$ cat src/rtl/mem_port_arbiter.sv
// mem_port_arbiter: round-robin arbiter sharing one memory port between the core (port 0) and loader (port 1).
// Latches a request, issues one mem_en, waits MEM_LAT cycles for read data, then acks.
module mem_port_arbiter #(
  parameter int AW = 32,
  parameter int DW = 32,
  parameter int MEM_LAT = 1
) (
  input  logic          clk,
  input  logic          reset,
  input  logic          req0,
  input  logic          we0,
  input  logic [AW-1:0] addr0,
  input  logic [DW-1:0] wdata0,
  output logic          ack0,
  input  logic          req1,
  input  logic          we1,
  input  logic [AW-1:0] addr1,
  input  logic [DW-1:0] wdata1,
  output logic          ack1,
  output logic [DW-1:0] rdata,
  output logic          mem_en,
  output logic          mem_we,
  output logic [AW-1:0] mem_addr,
  output logic [DW-1:0] mem_wdata,
  input  logic [DW-1:0] mem_rdata,
  output logic          busy,
  output logic          gnt_id
);
  localparam logic [3:0] LAT = 4'(MEM_LAT);
  typedef enum logic [1:0] {IDLE, ACCESS, DONE} state_t;
  state_t state, state_n;
  logic [3:0] cnt, cnt_n;
  logic last_gnt, last_n, gnt_n, pick;
  logic ack0_n, ack1_n, en_n, we_n, busy_n;
  logic [AW-1:0] addr_n;
  logic [DW-1:0] wd_n, rd_n;
  // a tie goes to whichever port did not win last time
  assign pick = (req0 & req1) ? ~last_gnt : req1;
  always_comb begin
    state_n = state;
    cnt_n = cnt;
    last_n = last_gnt;
    gnt_n = gnt_id;
    ack0_n = 1'b0;
    ack1_n = 1'b0;
    en_n = 1'b0;
    we_n = mem_we;
    addr_n = mem_addr;
    wd_n = mem_wdata;
    rd_n = rdata;
    busy_n = busy;
    case (state)
      IDLE: if (req0 | req1) begin
        state_n = ACCESS;
        cnt_n = 4'd0;
        last_n = pick;
        gnt_n = pick;
        en_n = 1'b1;
        busy_n = 1'b1;
        we_n = pick ? we1 : we0;
        addr_n = pick ? addr1 : addr0;
        wd_n = pick ? wdata1 : wdata0;
      end
      ACCESS: begin
        cnt_n = cnt + 4'd1;
        if (cnt == LAT) begin
          state_n = DONE;
          ack0_n = ~gnt_id;
          ack1_n = gnt_id;
          rd_n = mem_we ? rdata : mem_rdata;
        end
      end
      default: begin
        state_n = IDLE;
        busy_n = 1'b0;
      end
    endcase
  end
  always_ff @(posedge clk) begin
    if (reset) begin
      state <= IDLE;
      cnt <= 4'd0;
      last_gnt <= 1'b1;
      gnt_id <= 1'b0;
      ack0 <= 1'b0;
      ack1 <= 1'b0;
      mem_en <= 1'b0;
      mem_we <= 1'b0;
      mem_addr <= '0;
      mem_wdata <= '0;
      rdata <= '0;
      busy <= 1'b0;
    end else begin
      state <= state_n;
      cnt <= cnt_n;
      last_gnt <= last_n;
      gnt_id <= gnt_n;
      ack0 <= ack0_n;
      ack1 <= ack1_n;
      mem_en <= en_n;
      mem_we <= we_n;
      mem_addr <= addr_n;
      mem_wdata <= wd_n;
      rdata <= rd_n;
      busy <= busy_n;
    end
  end
endmodule

$ cat config.mk
export PLATFORM = sky130hd
export DESIGN_NAME = mem_port_arbiter
export DESIGN_NICKNAME = d
export VERILOG_FILES = /design/src/rtl/mem_port_arbiter.sv
export SDC_FILE = /design/constraint.sdc
export NUM_CORES = 1
export LEC_CHECK = 0
export CAP_MARGIN = 25
export CORE_MARGIN = 5
export CORE_UTILIZATION = 35
export CTS_CLUSTER_DIAMETER = 200
export DETAILED_ROUTE_END_ITERATION = 12
export PLACE_DENSITY = 0.85
export SLEW_MARGIN = 20
export SYNTH_ARGS = -nofsm -noshare
export SYNTH_HDL_FRONTEND = slang
export SYNTH_SLANG_ARGS = --single-unit
$ cat constraint.sdc
create_clock -name clk -period 1.6 [get_ports clk]
set_input_delay 0.32 -clock clk [delete_from_list [all_inputs] [get_ports clk]]
set_output_delay 0.32 -clock clk [all_outputs]
set_load 0.02 [all_outputs]
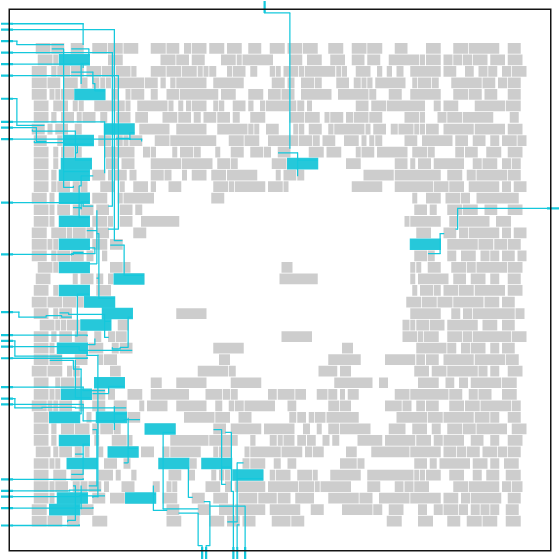
run_1/port_nets.png
- cyan: mem_addr (bits 32; direction output; edge 25 left, 5 bottom, 1 top, 1 right; end cells 32; buffers 32; wire 1310 µm)
Ports: 268
Port Buffers: 267

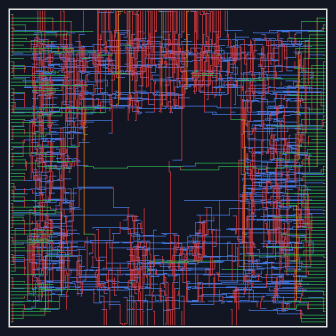
run_1/metal_stack.png
- blue: met1 (wire length 6730 µm)
- red: met2 (wire length 8410 µm)
- green: met3 (wire length 2110 µm)
- orange: met4 (wire length 450 µm)
GRT Util Overall: 0.207
final WL: 17700 µm
Avg WL per Cell: 17.8 µm

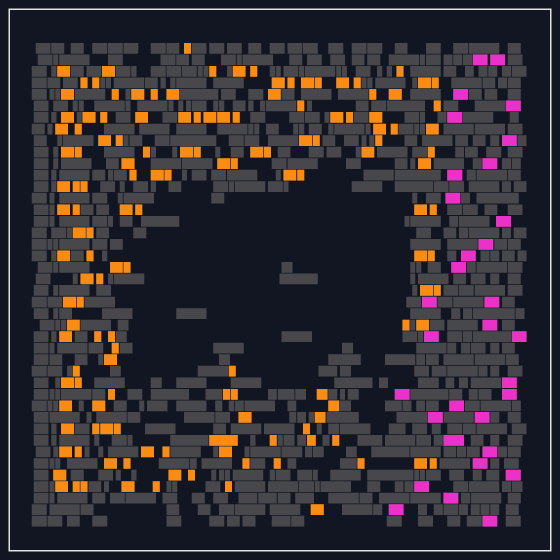
run_1/gate_families.png
- magenta: multiplexers (cells 32; most used mux2i_1; where a vertical strip on the right)
- orange: inverting AOI/OAI gates (cells 142; most used a21oi_1; where spread over the die)
logic share of the area: 0.297
Layout Cells excl Fill: 996
Top cell excl fill/tap: clkdlybuf4s50_1

==> flow_summary.json, run 1 <==
{
  "period_minus_slack_ns": 1.65,
  "wl_met2_um": 8410,
  "cp.arrival_ns": 1.92,
  "taps": 176,
  "finalSetupViolations": 29,
  "core-area_um2": 13300,
  "clk_path_buf_depth": 2,
  "use_met1": 0.233,
  "netlist_instances": 562,
  "initial_core_util": 0.361,
  "violations": "negative setup slack",
  "num_rows": 42,
  "intPower_uw": 5620,
  "power-top-group": "sequential cells",
  "logic_family": "simple AND/OR/NAND/NOR gates",
  "holdPathStages": 2,
  "switchingPower_uw": 2230,
  "simple_gate_area_frac": 0.216,
  "postCtsHoldBufs": 0,
  "clock_area_frac": 0.0425,
  "setup_slack_ns": -0.0493,
  "routed-wl-met3_um": 2110,
  "hp-class": "flop to flop",
  "finalClockSkew_ns": 0.00500,
  "postRouteAntennaNets": 0,
  "area_leaders": "dfxtp_1, a311oi_1, nand2_1, nand2b_1, a21oi_1",
  "worst_slew_pin_slew_ns": 0.596,
  "syn_area_um2": 4820,
  "numSynthFlops": 109,
  "buf_share": 0.366,
  "edf_count": 0,
  "status": "complete, but fails checks",
  "cts.sinks": 109,
  "ys_sh_adder": 0.00519,
  "wl_met1_um": 6730,
  "cts_made_buffers": 9
}
[run 1: state kept, by name, indices dropped and copies added, names as in the netlist]
register / cells
ack0: 1
ack1: 1
busy: 1
cnt: 4
gnt_id: 1
last_gnt: 1
mem_addr: 32
mem_en: 1
mem_wdata: 32
mem_we: 1
rdata: 32
state: 2
[run 1: per-stage QoR]
stage	utilization	setup TNS [ns]	cell area, µm²	cells	power [µW]
detailed placement	0.583	-17.53	7790	973	5430
CTS	0.608	-0.652	8110	994	7910
global route	0.613	-3.15	8180	996	8190
global placement	0.583	-13.79	7790	973	5400
finish	0.613	-0.539	8180	996	7850
floorplan	-	0	4820	562	4200
run_1/final_clocks.png
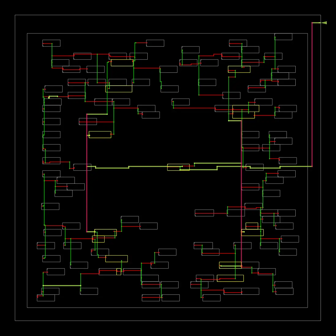

## Run 2: what changed since run 1
--- a/config.mk
+++ b/config.mk
@@ -5,12 +5,13 @@
 export SDC_FILE = /design/constraint.sdc
 export NUM_CORES = 1
 export LEC_CHECK = 0
+export ABC_AREA = 1
 export CAP_MARGIN = 25
 export CORE_MARGIN = 5
-export CORE_UTILIZATION = 35
+export CORE_UTILIZATION = 37
 export CTS_CLUSTER_DIAMETER = 200
 export DETAILED_ROUTE_END_ITERATION = 12
-export PLACE_DENSITY = 0.85
+export PLACE_DENSITY = 0.86
 export SLEW_MARGIN = 20
 export SYNTH_ARGS = -nofsm -noshare
 export SYNTH_HDL_FRONTEND = slang
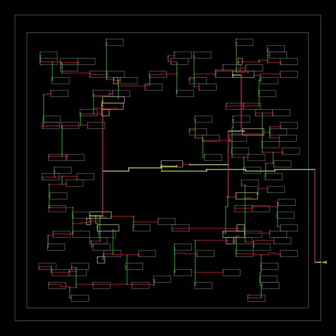
run_2/final_clocks.png
cts bufs inserted: 9
clock buffer count: 9
registers: 109
Layout Skew: 0.00639 ns

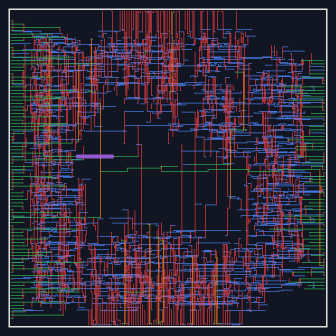
run_2/metal_stack.png
- red: met2 (wire length 7800 µm)
- purple: met5 (wire length 13.8 µm)
- green: met3 (wire length 1650 µm)
- orange: met4 (wire length 499 µm)
- blue: met1 (wire length 6710 µm)
Avg WL per Cell: 13.1 µm
GRT Util Overall: 0.191

==> flow_summary.json, run 2 <==
{
  "power-top-group": "combinational logic",
  "logic_family": "simple AND/OR/NAND/NOR gates",
  "cts.sinks": 109,
  "dp.cells": 1256,
  "postCtsHoldBufs": 0,
  "worst_slew_pin_slew_ns": 0.315,
  "status": "completed",
  "portBuffers": 267,
  "area_leaders": "dfxtp_1, nor2_1, nand3_1, nand2_1, inv_1",
  "buf_share": 0.348,
  "wl_met2_um": 7800,
  "switchingPower_uw": 3150,
  "sh_comb_area": 0.286,
  "postRouteAntennaNets": 0,
  "io-pin-count": 268,
  "simple_gate_area_frac": 0.376,
  "finalSetupViolations": 0,
  "num_rows": 43,
  "edf_count": 0,
  "period_minus_slack_ns": 1.44,
  "netlist_instances": 839,
  "clk_path_buf_depth": 2,
  "intPower_uw": 5680,
  "use_met1": 0.225,
  "initial_core_util": 0.380,
  "core-area_um2": 14000,
  "cp.arrival_ns": 1.12,
  "route.final.wire_length_um": 16700,
  "hp-class": "flop to flop",
  "stdcell_count": 1272,
  "final_area_um2": 8430,
  "syn_area_um2": 5320
}
[run 2: cell count changes after synthesis, moves of 5 or more]
cell / previous run / this run
inv_1: 1 / 108
nor2_1: 7 / 264
a311oi_1: 65 / 0
o21ai_0: 3 / 55
nand2_1: 132 / 117
nand2b_1: 67 / 0
a21oi_1: 69 / 4
mux2i_1: 32 / 0
buf_6: 0 / 9
nand3_1: 3 / 103
buf_2: 20 / 27
clkbuf_1: 28 / 11
o21ai_1: 0 / 13
buf_4: 1 / 6
[run 2: path summary, 6_finish.rpt]
path	from	endpoint	slack, ns	cells past startpoint
setup / recovery	busy	busy	0.16	1
hold / removal	gnt_id	ack1	0.47	2
setup reg to reg	state[0]	mem_wdata[3]	0.24	8
hold reg to reg	gnt_id	ack1	0.47	2
run_2/gate_families.png
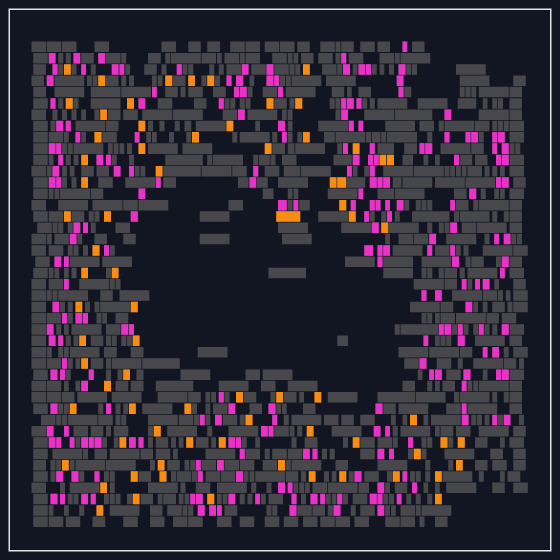

## Run 3: what changed since run 2
--- a/config.mk
+++ b/config.mk
@@ -7,11 +7,14 @@
 export LEC_CHECK = 0
 export ABC_AREA = 1
 export CAP_MARGIN = 25
+export CELL_PAD_IN_SITES_DETAIL_PLACEMENT = 0
+export CELL_PAD_IN_SITES_GLOBAL_PLACEMENT = 1
 export CORE_MARGIN = 5
-export CORE_UTILIZATION = 37
+export CORE_UTILIZATION = 24
 export CTS_CLUSTER_DIAMETER = 200
 export DETAILED_ROUTE_END_ITERATION = 12
-export PLACE_DENSITY = 0.86
+export GPL_ROUTABILITY_DRIVEN = 0
+export PLACE_DENSITY = 0.85
 export SLEW_MARGIN = 20
 export SYNTH_ARGS = -nofsm -noshare
 export SYNTH_HDL_FRONTEND = slang
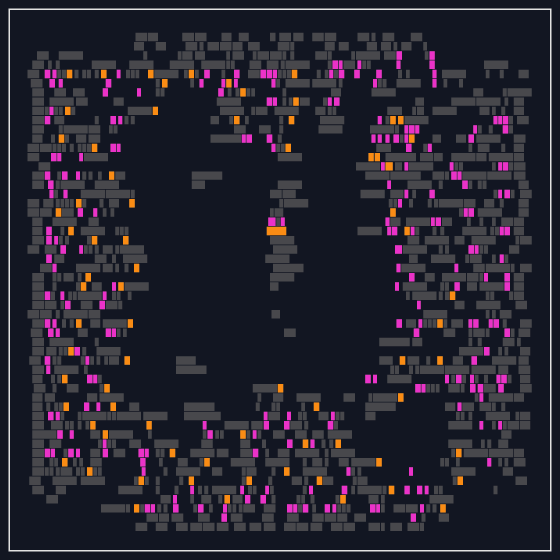
run_3/gate_families.png
- magenta: NAND gates (cells 221; most used nand2_1; where spread over the die)
- orange: inverting AOI/OAI gates (cells 74; most used o21ai_0; where spread over the die)
Layout Cells excl Fill: 1364
logic share of the area: 0.285
Top cell excl fill/tap: nor2_1

==> flow_summary.json, run 3 <==
{
  "cp_num_buf_inv": 1,
  "clk_path_buf_depth": 2,
  "p_seq_frac": 0.373,
  "status": "completed",
  "period_minus_slack_ns": 1.49,
  "cp.depth": 1,
  "cpMaxStageDelayCell": "dfxtp_1",
  "worstHoldEndpoint": "ack1",
  "final_area_um2": 8460,
  "grt_usage": 0.140,
  "dp.cells": 1348,
  "ys_sh_adder": 0.00470,
  "edf_count": 0,
  "cts_made_buffers": 9,
  "worst_slew_pin_slew_ns": 0.465,
  "cp.arrival_ns": 1.17,
  "netlist_instances": 839,
  "postPlaceCellArea_um2": 8270,
  "r2r-end": "mem_wdata[20]",
  "postRouteAntennaNets": 0,
  "io-pin-count": 268,
  "reg2reg_slack_ns": 0.20,
  "timing.reg2reg.worst_path_depth": 7,
  "route.final.wire_length_um": 18100,
  "post-cts-setup-buffer-count": 0,
  "holdPathStages": 2,
  "hp-class": "flop to flop",
  "initial_core_util": 0.244,
  "async_flop_share": 0,
  "power-top-group": "sequential cells",
  "crit_start": "mem_we",
  "area_leaders": "dfxtp_1, nor2_1, nand3_1, nand2_1, inv_1",
  "finalSetupViolations": 0,
  "num_rows": 54,
  "cp_max_fo": 4,
  "portBuffers": 267,
  "hp-start": "gnt_id",
  "syn_area_um2": 5320,
  "logic_family": "simple AND/OR/NAND/NOR gates",
  "core-area_um2": 21800,
  "postCtsHoldBufs": 0,
  "timing.rr.start": "state[1]",
  "syn_avg_cell_area_um2": 6.34,
  "wl_per_cell_um": 13.3,
  "fin_nets": 1247,
  "endpoint": "mem_we",
  "intPower_uw": 5730,
  "synthAoiAreaFrac": 0.0706,
  "die_height_um": 159,
  "switchingPower_uw": 3260
}
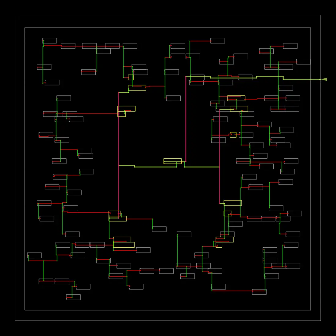
run_3/final_clocks.png
clk ins delay skew pair: 0.35 ns
Layout Skew: 0.00801 ns
Clock Power: 2400 µW
Clock Sinks: 109

run 3: layout make-up:
| class | instances | area, µm² | area share |
|---|---|---|---|
| Tap cell | 280 | 350 | 0.0414 |
| Clock inverter | 7 | 93.8 | 0.0111 |
| Multi-Input combinational cell | 566 | 2410 | 0.285 |
| Timing Repair Buffer | 284 | 2790 | 0.330 |
| Clock buffer | 9 | 225 | 0.0266 |
| Sequential cell | 109 | 2180 | 0.258 |
| Inverter | 109 | 409 | 0.0484 |
run 3: layer usage:
layer  global-route usage  up-vias  share of wire
met5                    0        -              0
met4               0.0427        0          0.019
met3               0.0500       17          0.089
met2                0.223      197           0.45
met1                0.178     2517           0.45
li1                     -     3036              -

==> layout pictures side by side <==
Clock network drawn from the DEF.
The bar under the picture is 50 µm long.
Plate I
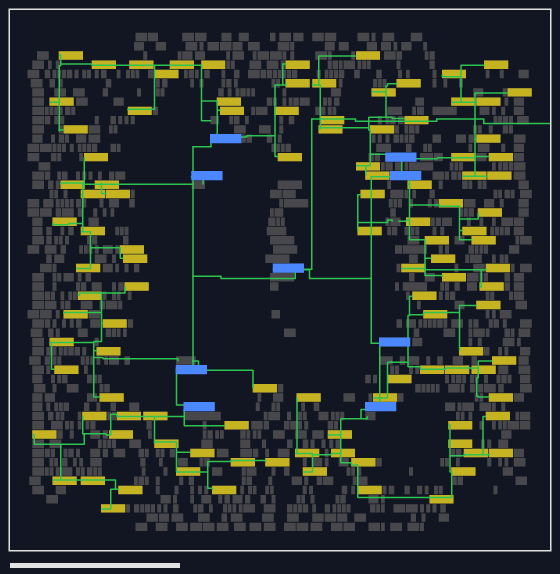
Plate II
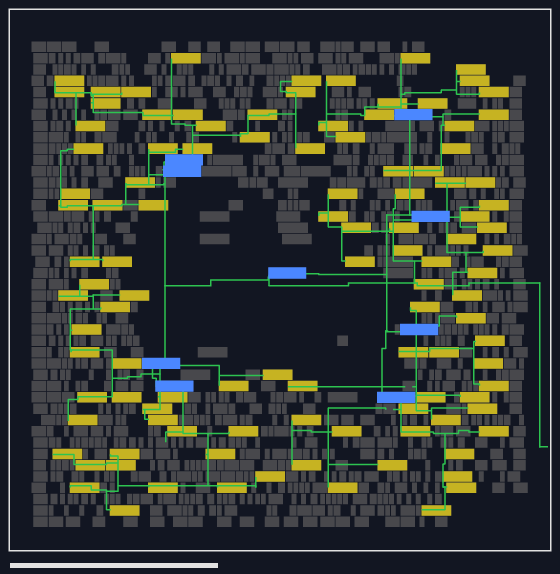
Plate III
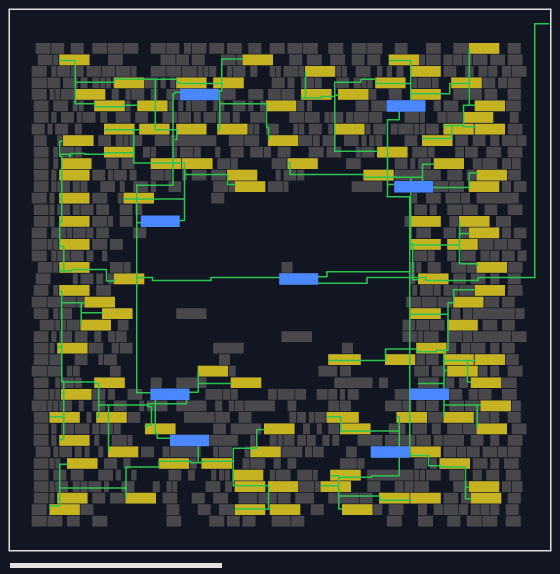
The one with the largest die is Plate I.
Run 3 is Plate I.
Run 2 is Plate II.
Run 1 is Plate III.

Key to Plate III:
- blue: cells driving clock nets (count 9)
- yellow: flip-flops (count 109)
- green: clock wires (length 1390 µm)
- routed clock nets: 10
- flops lie: spread over the die

Power figures rest on the tool's default switching activity, not on a simulated workload.
